**Signal wires on met2**

Cells faint in the background.
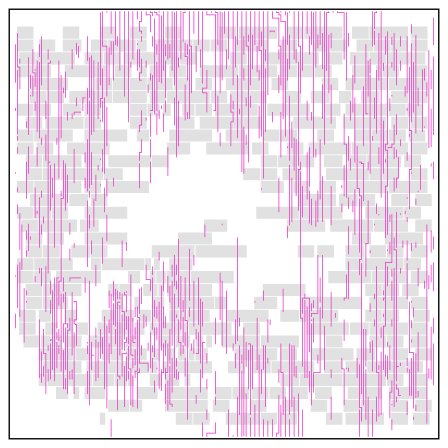
**I/O nets highlighted**

Scale bar: 20 um.
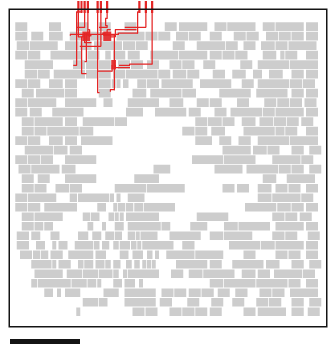
**Register map, names as in the netlist**

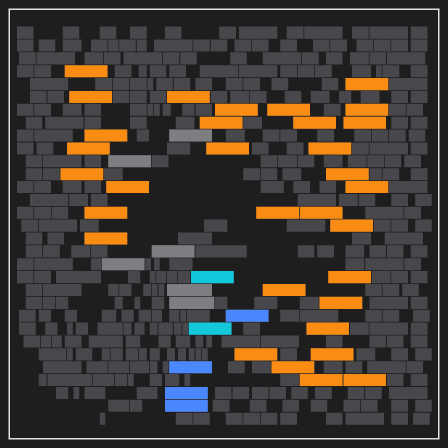
**M1 wires**

Supply wires on this layer in grey. Cells faint in the background.
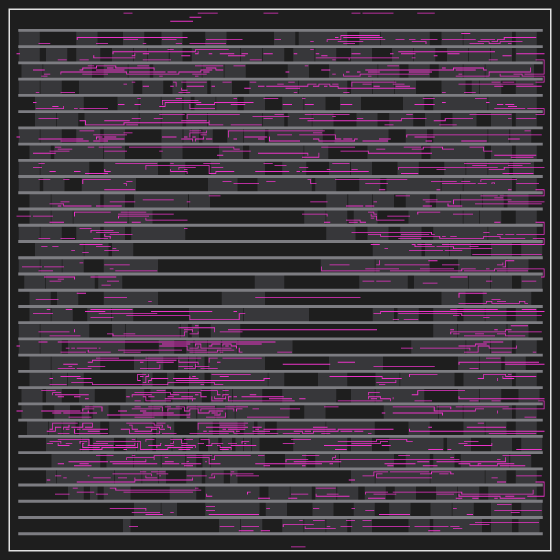
[src/rtl/usb_arb_pkg.sv]
// usb_arb_pkg: shared definitions for the USB write-port arbiter family.
//   arb_state_e  - arbiter FSM states (IDLE, GRANT, RELEASE)
//   DEF_DW       - default write data width
//   DEF_FIFO_DEPTH - default USB FIFO depth in words
//   fifo_limit() - fill level at or above which a write is refused
package usb_arb_pkg;

    typedef enum logic [1:0] {
        IDLE    = 2'd0,
        GRANT   = 2'd1,
        RELEASE = 2'd2
    } arb_state_e;

    localparam int DEF_DW         = 32;
    localparam int DEF_FIFO_DEPTH = 1024;

    // Writes are accepted only while the fill level is strictly below this,
    // leaving one slot of slack for the word already in the output register.
    function automatic int fifo_limit(input int depth);
        return depth - 1;
    endfunction

endpackage

[src/rtl/usb_wr_arbiter_if.sv]
// usb_wr_arbiter_if: requester / FIFO side bundle of the USB write arbiter.
//   Apply[NREQ]        requester bus request (level)
//   ReqWrite[NREQ*DW]  requester write data, lane i at [i*DW +: DW]
//   ReqWreq[NREQ]      requester write strobe
//   Grant[NREQ]        one-hot grant
//   USBWrite[DW]       FIFO write data
//   USBWreq            FIFO write strobe
//   USBFIFOFul         FIFO full flag
//   NumFIFO            FIFO fill level
//   Busy, Ovf, TimeoutFlag  status
// modport master: requesters + FIFO model; modport slave: the arbiter.
interface usb_wr_arbiter_if #(
    parameter int NREQ       = 4,
    parameter int DW         = 32,
    parameter int FIFO_DEPTH = 1024
);
    localparam int CW = $clog2(FIFO_DEPTH);

    logic [NREQ-1:0]    Apply;
    logic [NREQ*DW-1:0] ReqWrite;
    logic [NREQ-1:0]    ReqWreq;
    logic [NREQ-1:0]    Grant;
    logic [DW-1:0]      USBWrite;
    logic               USBWreq;
    logic               USBFIFOFul;
    logic [CW-1:0]      NumFIFO;
    logic               Busy;
    logic               Ovf;
    logic               TimeoutFlag;

    modport master (
        output Apply, ReqWrite, ReqWreq, USBFIFOFul, NumFIFO,
        input  Grant, USBWrite, USBWreq, Busy, Ovf, TimeoutFlag
    );

    modport slave (
        input  Apply, ReqWrite, ReqWreq, USBFIFOFul, NumFIFO,
        output Grant, USBWrite, USBWreq, Busy, Ovf, TimeoutFlag
    );
endinterface

[src/rtl/usb_wr_arbiter_rr_pick.sv]
// rr_pick: combinational round-robin picker.
//   req[N]    requests
//   ptr       highest-priority index; search runs ptr, ptr+1, ... wrapping at N-1
//   winner[N] one-hot winner (all zero when nothing requests)
//   valid     some request was found
module rr_pick #(
    parameter int N  = 4,
    parameter int PW = $clog2(N)
) (
    input  logic [N-1:0]  req,
    input  logic [PW-1:0] ptr,
    output logic [N-1:0]  winner,
    output logic          valid
);
    logic [PW-1:0] idx;

    always_comb begin
        winner = '0;
        valid  = 1'b0;
        idx    = '0;
        for (int k = 0; k < N; k++) begin
            idx = PW'((int'(ptr) + k) % N);
            if (!valid && req[idx]) begin
                winner[idx] = 1'b1;
                valid       = 1'b1;
            end
        end
    end
endmodule

[src/rtl/usb_wr_arbiter.sv]
// usb_wr_arbiter: shares the single USB FIFO write port between NREQ requesters.
//   Clk  - system clock, rising edge
//   Rst  - asynchronous active-high reset
//   bus  - usb_wr_arbiter_if.slave (requests, grant, FIFO write port, status)
// A requester raises Apply, waits for its Grant bit, strobes words, then
// drops Apply. Each ownership ends with one dead RELEASE cycle.
// Optional macro ARB_TIMEOUT_EN: watchdog revokes a grant held for TIMEOUT
// cycles, sets sticky TimeoutFlag and masks that owner until its Apply drops.
// Without it TimeoutFlag is constant 0.
module usb_wr_arbiter
    import usb_arb_pkg::*;
#(
    parameter int NREQ       = 4,
    parameter int DW         = DEF_DW,
    parameter int FIFO_DEPTH = DEF_FIFO_DEPTH,
    parameter int TIMEOUT    = 1023
) (
    input logic             Clk,
    input logic             Rst,
    usb_wr_arbiter_if.slave bus
);
    localparam int PW = $clog2(NREQ);
    localparam int CW = $clog2(FIFO_DEPTH);
    localparam logic [CW:0] LIMIT = (CW+1)'(fifo_limit(FIFO_DEPTH));

    if (TIMEOUT < 1) begin : g_timeout_range
        $error("usb_wr_arbiter: TIMEOUT must be at least 1");
    end

    arb_state_e      state_q, state_d;
    logic [PW-1:0]   ptr_q, ptr_d;
    logic [PW-1:0]   owner_q, owner_d;
    logic [NREQ-1:0] grant_q, grant_d;
    logic [DW-1:0]   usb_write_q, usb_write_d;
    logic            usb_wreq_q, usb_wreq_d;
    logic            ovf_q, ovf_d;

    logic [NREQ-1:0] req_elig;
    logic [NREQ-1:0] pick_oh;
    logic            pick_valid;
    logic [PW-1:0]   pick_idx;
    logic [DW-1:0]   owner_wdata;
    logic            owner_wreq;
    logic            owner_apply;
    logic            room;

`ifdef ARB_TIMEOUT_EN
    localparam int TW = $clog2(TIMEOUT + 1);
    logic [TW-1:0]   tmo_cnt_q, tmo_cnt_d;
    logic [NREQ-1:0] mask_q, mask_d;
    logic            tmo_flag_q, tmo_flag_d;

    assign req_elig = bus.Apply & ~mask_q;
`else
    assign req_elig = bus.Apply;
`endif

    rr_pick #(.N(NREQ), .PW(PW)) u_pick (
        .req    (req_elig),
        .ptr    (ptr_q),
        .winner (pick_oh),
        .valid  (pick_valid)
    );

    always_comb begin
        pick_idx = '0;
        for (int i = 0; i < NREQ; i++) begin
            if (pick_oh[i]) pick_idx = PW'(i);
        end
    end

    // Only the current owner's lane is ever looked at.
    assign owner_wdata = bus.ReqWrite[owner_q*DW +: DW];
    assign owner_wreq  = bus.ReqWreq[owner_q];
    assign owner_apply = bus.Apply[owner_q];
    assign room        = !bus.USBFIFOFul && ({1'b0, bus.NumFIFO} < LIMIT);

    always_comb begin
        state_d     = state_q;
        ptr_d       = ptr_q;
        owner_d     = owner_q;
        grant_d     = grant_q;
        usb_write_d = usb_write_q;
        usb_wreq_d  = 1'b0;
        ovf_d       = ovf_q;
`ifdef ARB_TIMEOUT_EN
        tmo_cnt_d   = tmo_cnt_q;
        mask_d      = mask_q & bus.Apply;   // a revoked owner is re-armed once it lets go
        tmo_flag_d  = tmo_flag_q;
`endif
        case (state_q)
            IDLE: begin
                if (pick_valid) begin
                    grant_d = pick_oh;
                    owner_d = pick_idx;
                    ptr_d   = (pick_idx == PW'(NREQ-1)) ? '0 : pick_idx + PW'(1);
                    state_d = GRANT;
`ifdef ARB_TIMEOUT_EN
                    tmo_cnt_d = '0;
`endif
                end
            end
            GRANT: begin
                // Data is captured on the same edge that may end the grant,
                // so a strobe in the Apply-drop cycle is still forwarded.
                usb_write_d = owner_wdata;
                usb_wreq_d  = owner_wreq & room;
                if (owner_wreq && !room) ovf_d = 1'b1;
                if (!owner_apply) begin
                    grant_d = '0;
                    state_d = RELEASE;
                end
`ifdef ARB_TIMEOUT_EN
                else if (tmo_cnt_q == TW'(TIMEOUT)) begin
                    grant_d         = '0;
                    state_d         = RELEASE;
                    tmo_flag_d      = 1'b1;
                    mask_d[owner_q] = 1'b1;
                end else begin
                    tmo_cnt_d = tmo_cnt_q + 1'b1;
                end
`endif
            end
            RELEASE: begin
                grant_d = '0;
                state_d = IDLE;
            end
            default: begin
                grant_d = '0;
                state_d = IDLE;
            end
        endcase
    end

    always_ff @(posedge Clk or posedge Rst) begin
        if (Rst) begin
            state_q     <= IDLE;
            ptr_q       <= '0;
            owner_q     <= '0;
            grant_q     <= '0;
            usb_write_q <= '0;
            usb_wreq_q  <= 1'b0;
            ovf_q       <= 1'b0;
        end else begin
            state_q     <= state_d;
            ptr_q       <= ptr_d;
            owner_q     <= owner_d;
            grant_q     <= grant_d;
            usb_write_q <= usb_write_d;
            usb_wreq_q  <= usb_wreq_d;
            ovf_q       <= ovf_d;
        end
    end

`ifdef ARB_TIMEOUT_EN
    always_ff @(posedge Clk or posedge Rst) begin
        if (Rst) begin
            tmo_cnt_q  <= '0;
            mask_q     <= '0;
            tmo_flag_q <= 1'b0;
        end else begin
            tmo_cnt_q  <= tmo_cnt_d;
            mask_q     <= mask_d;
            tmo_flag_q <= tmo_flag_d;
        end
    end

    assign bus.TimeoutFlag = tmo_flag_q;
`else
    assign bus.TimeoutFlag = 1'b0;
`endif

    assign bus.Grant    = grant_q;
    assign bus.USBWrite = usb_write_q;
    assign bus.USBWreq  = usb_wreq_q;
    assign bus.Ovf      = ovf_q;
    assign bus.Busy     = (state_q != IDLE);

endmodule

[src/flat_wrapper.sv]
// flat-port wrapper written by rule: the top's interface ports become plain ports
module usb_wr_arbiter_flat import usb_arb_pkg::*;
#(
    parameter int NREQ       = 4,
    parameter int DW         = DEF_DW,
    parameter int FIFO_DEPTH = DEF_FIFO_DEPTH,
    parameter int TIMEOUT    = 1023
)
  (Clk, Rst, bus_Apply, bus_ReqWrite, bus_ReqWreq, bus_USBFIFOFul, bus_NumFIFO, bus_Grant, bus_USBWrite, bus_USBWreq, bus_Busy, bus_Ovf, bus_TimeoutFlag);
  usb_wr_arbiter_if #(.NREQ(NREQ), .DW(DW), .FIFO_DEPTH(FIFO_DEPTH)) bus_i ();
  input logic Clk;
  input logic Rst;
  input wire logic [$bits(bus_i.Apply)-1:0] bus_Apply;
  input wire logic [$bits(bus_i.ReqWrite)-1:0] bus_ReqWrite;
  input wire logic [$bits(bus_i.ReqWreq)-1:0] bus_ReqWreq;
  input wire logic [$bits(bus_i.USBFIFOFul)-1:0] bus_USBFIFOFul;
  input wire logic [$bits(bus_i.NumFIFO)-1:0] bus_NumFIFO;
  output wire logic [$bits(bus_i.Grant)-1:0] bus_Grant;
  output wire logic [$bits(bus_i.USBWrite)-1:0] bus_USBWrite;
  output wire logic [$bits(bus_i.USBWreq)-1:0] bus_USBWreq;
  output wire logic [$bits(bus_i.Busy)-1:0] bus_Busy;
  output wire logic [$bits(bus_i.Ovf)-1:0] bus_Ovf;
  output wire logic [$bits(bus_i.TimeoutFlag)-1:0] bus_TimeoutFlag;
  assign bus_i.Apply = bus_Apply;
  assign bus_i.ReqWrite = bus_ReqWrite;
  assign bus_i.ReqWreq = bus_ReqWreq;
  assign bus_i.USBFIFOFul = bus_USBFIFOFul;
  assign bus_i.NumFIFO = bus_NumFIFO;
  assign bus_Grant = bus_i.Grant;
  assign bus_USBWrite = bus_i.USBWrite;
  assign bus_USBWreq = bus_i.USBWreq;
  assign bus_Busy = bus_i.Busy;
  assign bus_Ovf = bus_i.Ovf;
  assign bus_TimeoutFlag = bus_i.TimeoutFlag;
  usb_wr_arbiter #(.NREQ(NREQ), .DW(DW), .FIFO_DEPTH(FIFO_DEPTH), .TIMEOUT(TIMEOUT)) u_core (.Clk(Clk), .Rst(Rst), .bus(bus_i));
endmodule
[config.mk]
export PLATFORM = sky130hd
export DESIGN_NAME = usb_wr_arbiter_flat
export DESIGN_NICKNAME = d
export VERILOG_FILES = /design/src/rtl/usb_arb_pkg.sv /design/src/rtl/usb_wr_arbiter_if.sv /design/src/rtl/usb_wr_arbiter_rr_pick.sv /design/src/rtl/usb_wr_arbiter.sv /design/src/flat_wrapper.sv
export SDC_FILE = /design/constraint.sdc
export NUM_CORES = 1
export LEC_CHECK = 0
export CAP_MARGIN = 20
export CORE_UTILIZATION = 37
export DETAILED_ROUTE_END_ITERATION = 16
export HOLD_SLACK_MARGIN = 0.06
export PLACE_DENSITY = 0.86
export SLEW_MARGIN = 15
export SYNTH_ARGS = -nofsm -noshare
export SYNTH_HDL_FRONTEND = slang
export SYNTH_SLANG_ARGS = --single-unit
[constraint.sdc]
create_clock -name Clk -period 2.6 [get_ports Clk]
set_input_delay 0.52 -clock Clk [delete_from_list [all_inputs] [get_ports Clk]]
set_output_delay 0.52 -clock Clk [all_outputs]
set_load 0.02 [all_outputs]
==> impl_metrics.yaml <==
# implementation run metrics
logic_synthesis:
  seq_area_frac_synth: 0.380
  synth-edff-count: 0
  synthArstFlopShare: 1.00
  yosys-top-cells-area: "dfrtp_1, mux4_2, mux2_2"
  synth_cell_types: 42
  yosys_area_sq_um: 2900
  synth-simple-area-share: 0.0678
  synthCells: 205
  fp_nets: 360
  ff_type: "dfrtp_1"
  synthTopCellsByCount: "dfrtp_1, mux4_2, mux2_2"
  synth_stat.cells: 205
  synth-seq-cells: 44
  synth.avg_cell_area_sq_um: 14.1
  compound_area_frac: 0.0666
  ys_sh_xor: 0
  ys_sh_mux: 0.426
  synth_top_cell_by_area: "dfrtp_1"
  logic_family: "multiplexers"
clock_network:
  cts_htree_levels: 2
  cts_buffers: 5
  cts_max_path_buffers: 2
  cts-root-buf: "clkbuf_8"
  post-cts-setup-buffers: 0
  tritoncts: "done"
  ctsHoldBuffers: 0
  clk_pin_slew_ns: 0.08
  numClockSinks: 44
  clock.latency.late_pin_ns: 0.29
die:
  die-area_sq_um: 8180
  core_sq_um: 7410
  tap_cells: 99
  rows: 31
  die_x_um: 90.5
  fp.dieH_um: 90.5
final_layout:
  comb_share: 0.338
  clkCellAreaFrac: 0.0196
  comb_area_sq_um: 1710
  finish.utilization: 0.681
  buffers: 201
  ff_count: 44
  diodes: 0
  largest_reg_flops: 32
  buffer_area_frac: 0.394
  final_common_cell: "clkdlybuf4s50_1"
  largest_cell_class: "buffers"
  fin_nets: 554
  drive_gt1_frac: 0.251
  logic_gate_count: 141
  finalInstanceArea_sq_um: 5050
routing:
  highest_layer: "met4"
  ant_nets: 0
  firstDrtPassIters: 4
  wl_met2_um: 4720
  viasPerCell: 5.34
  dr_wl_met3_um: 762
  detail_route.wl_per_cell_um: 17.8
  drcViolationCount: 0
  wl_met1_um: 3260
sta:
  worst_pin_slew_ns: 0.546
  rsz0062_at_grt: "false"
  finalWorstPathRequiredPeriod_ns: 2.48
  whs_ns: 0.487
  final-hold-violation-count: 0
  clock-skew-final_ns: 0.00416
  final_max_slew_viol_count: 0
  layout_setup_ws_ns: 0.122
  fin_crit_sh: 0.953
  max_slew_margin: 0.636
  tns_ns: 0
grt:
  grt_use_total: 0.222
  grt_pass1_wl_um: 14400
  grt-busiest-layer: "met2"
  grt_max_degree: 45
  grtUsageMet3: 0.0581
  grt_pass1_vias: 2902
power:
  total_power_mw: 5.11
  worst_ir_drop_vdd_v: 0.000487
  internal_power_mw: 3.19
  powerComb_mw: 3.36
  p_leak_nw: 1.98
  p_per_area_nw_per_um2: 1010
  netSwitchingPower_mw: 1.92
  power.share.combinational: 0.657
  power-top-group: "combinational logic"
  power.share.sequential: 0.247
  switching_share: 0.376
setup_path:
  critPathSlowestCell: "mux4_2"
  cp.required_ns: 2.75
  arrival_ns: 2.62
  crit_type: "in2reg"
  crit_fanout: 9
  startpoint: "bus_Apply[3]"
  regToRegStartpoint: "u_core.ptr_q[0]$_DFFE_PP0P_"
  crit_path_end_kind: "flip-flop"
  worst-path-stages: 7
  cp-endpoint: "u_core.ptr_q[0]$_DFFE_PP0P_"
  cp_num_buf_inv: 1
  startpoint_type: "input port"
  ff2ff_setup_slack_ns: 0.22
  r2r-end: "u_core.ptr_q[0]$_DFFE_PP0P_"
place:
  hpwl_um: 7190
  gp_congestion: 0.901
  placed_area_sq_um: 4950
  dp.cells: 491
  post-place-ws_ns: -0.167
outcome:
  outcome: "complete, no violations"
hold_path:
  hold_start: "u_core.bus.Ovf$_DFFE_PP0P_"
  worstHoldPathType: "reg2reg"
  holdPathEnd: "u_core.bus.Ovf$_DFFE_PP0P_"
run:
  drv_cap: 0
Notes on 'signal wires on met2' above:
nets with wire on the layer: 503
share of all routed wire: 53%
routed vias: 2654
global routing usage on met2: 0.422
final WL: 8860 um

Notes on 'I/O nets highlighted' above:
| port | colour | bits | direction | edge | end cells | buffers | wire |
|---|---|---|---|---|---|---|---|
| `bus_NumFIFO` | red | 10 | input | north | 3 | 10 | 222 um |
io pins: 189
# port buffers: 187

Notes on 'register map, names as in the netlist' above:
| name in the netlist | colour | flops |
|---|---|---|
| `u_core.bus.Grant` | blue | 4 |
| `u_core.bus.USBWrite` | orange | 32 |
| `u_core.ptr_q` | cyan | 2 |
not coloured: 6
Sequential cell area: 1100 sq um
Seq area share: 0.219

Notes on 'M1 wires' above:
nets with wire on the layer: 461
longest straight run: 36.3 um
share of all routed wire: 37%
wire length on this layer: 3260 um
met1 Use GR: 0.247

Power is estimated from default activity; no workload was simulated.
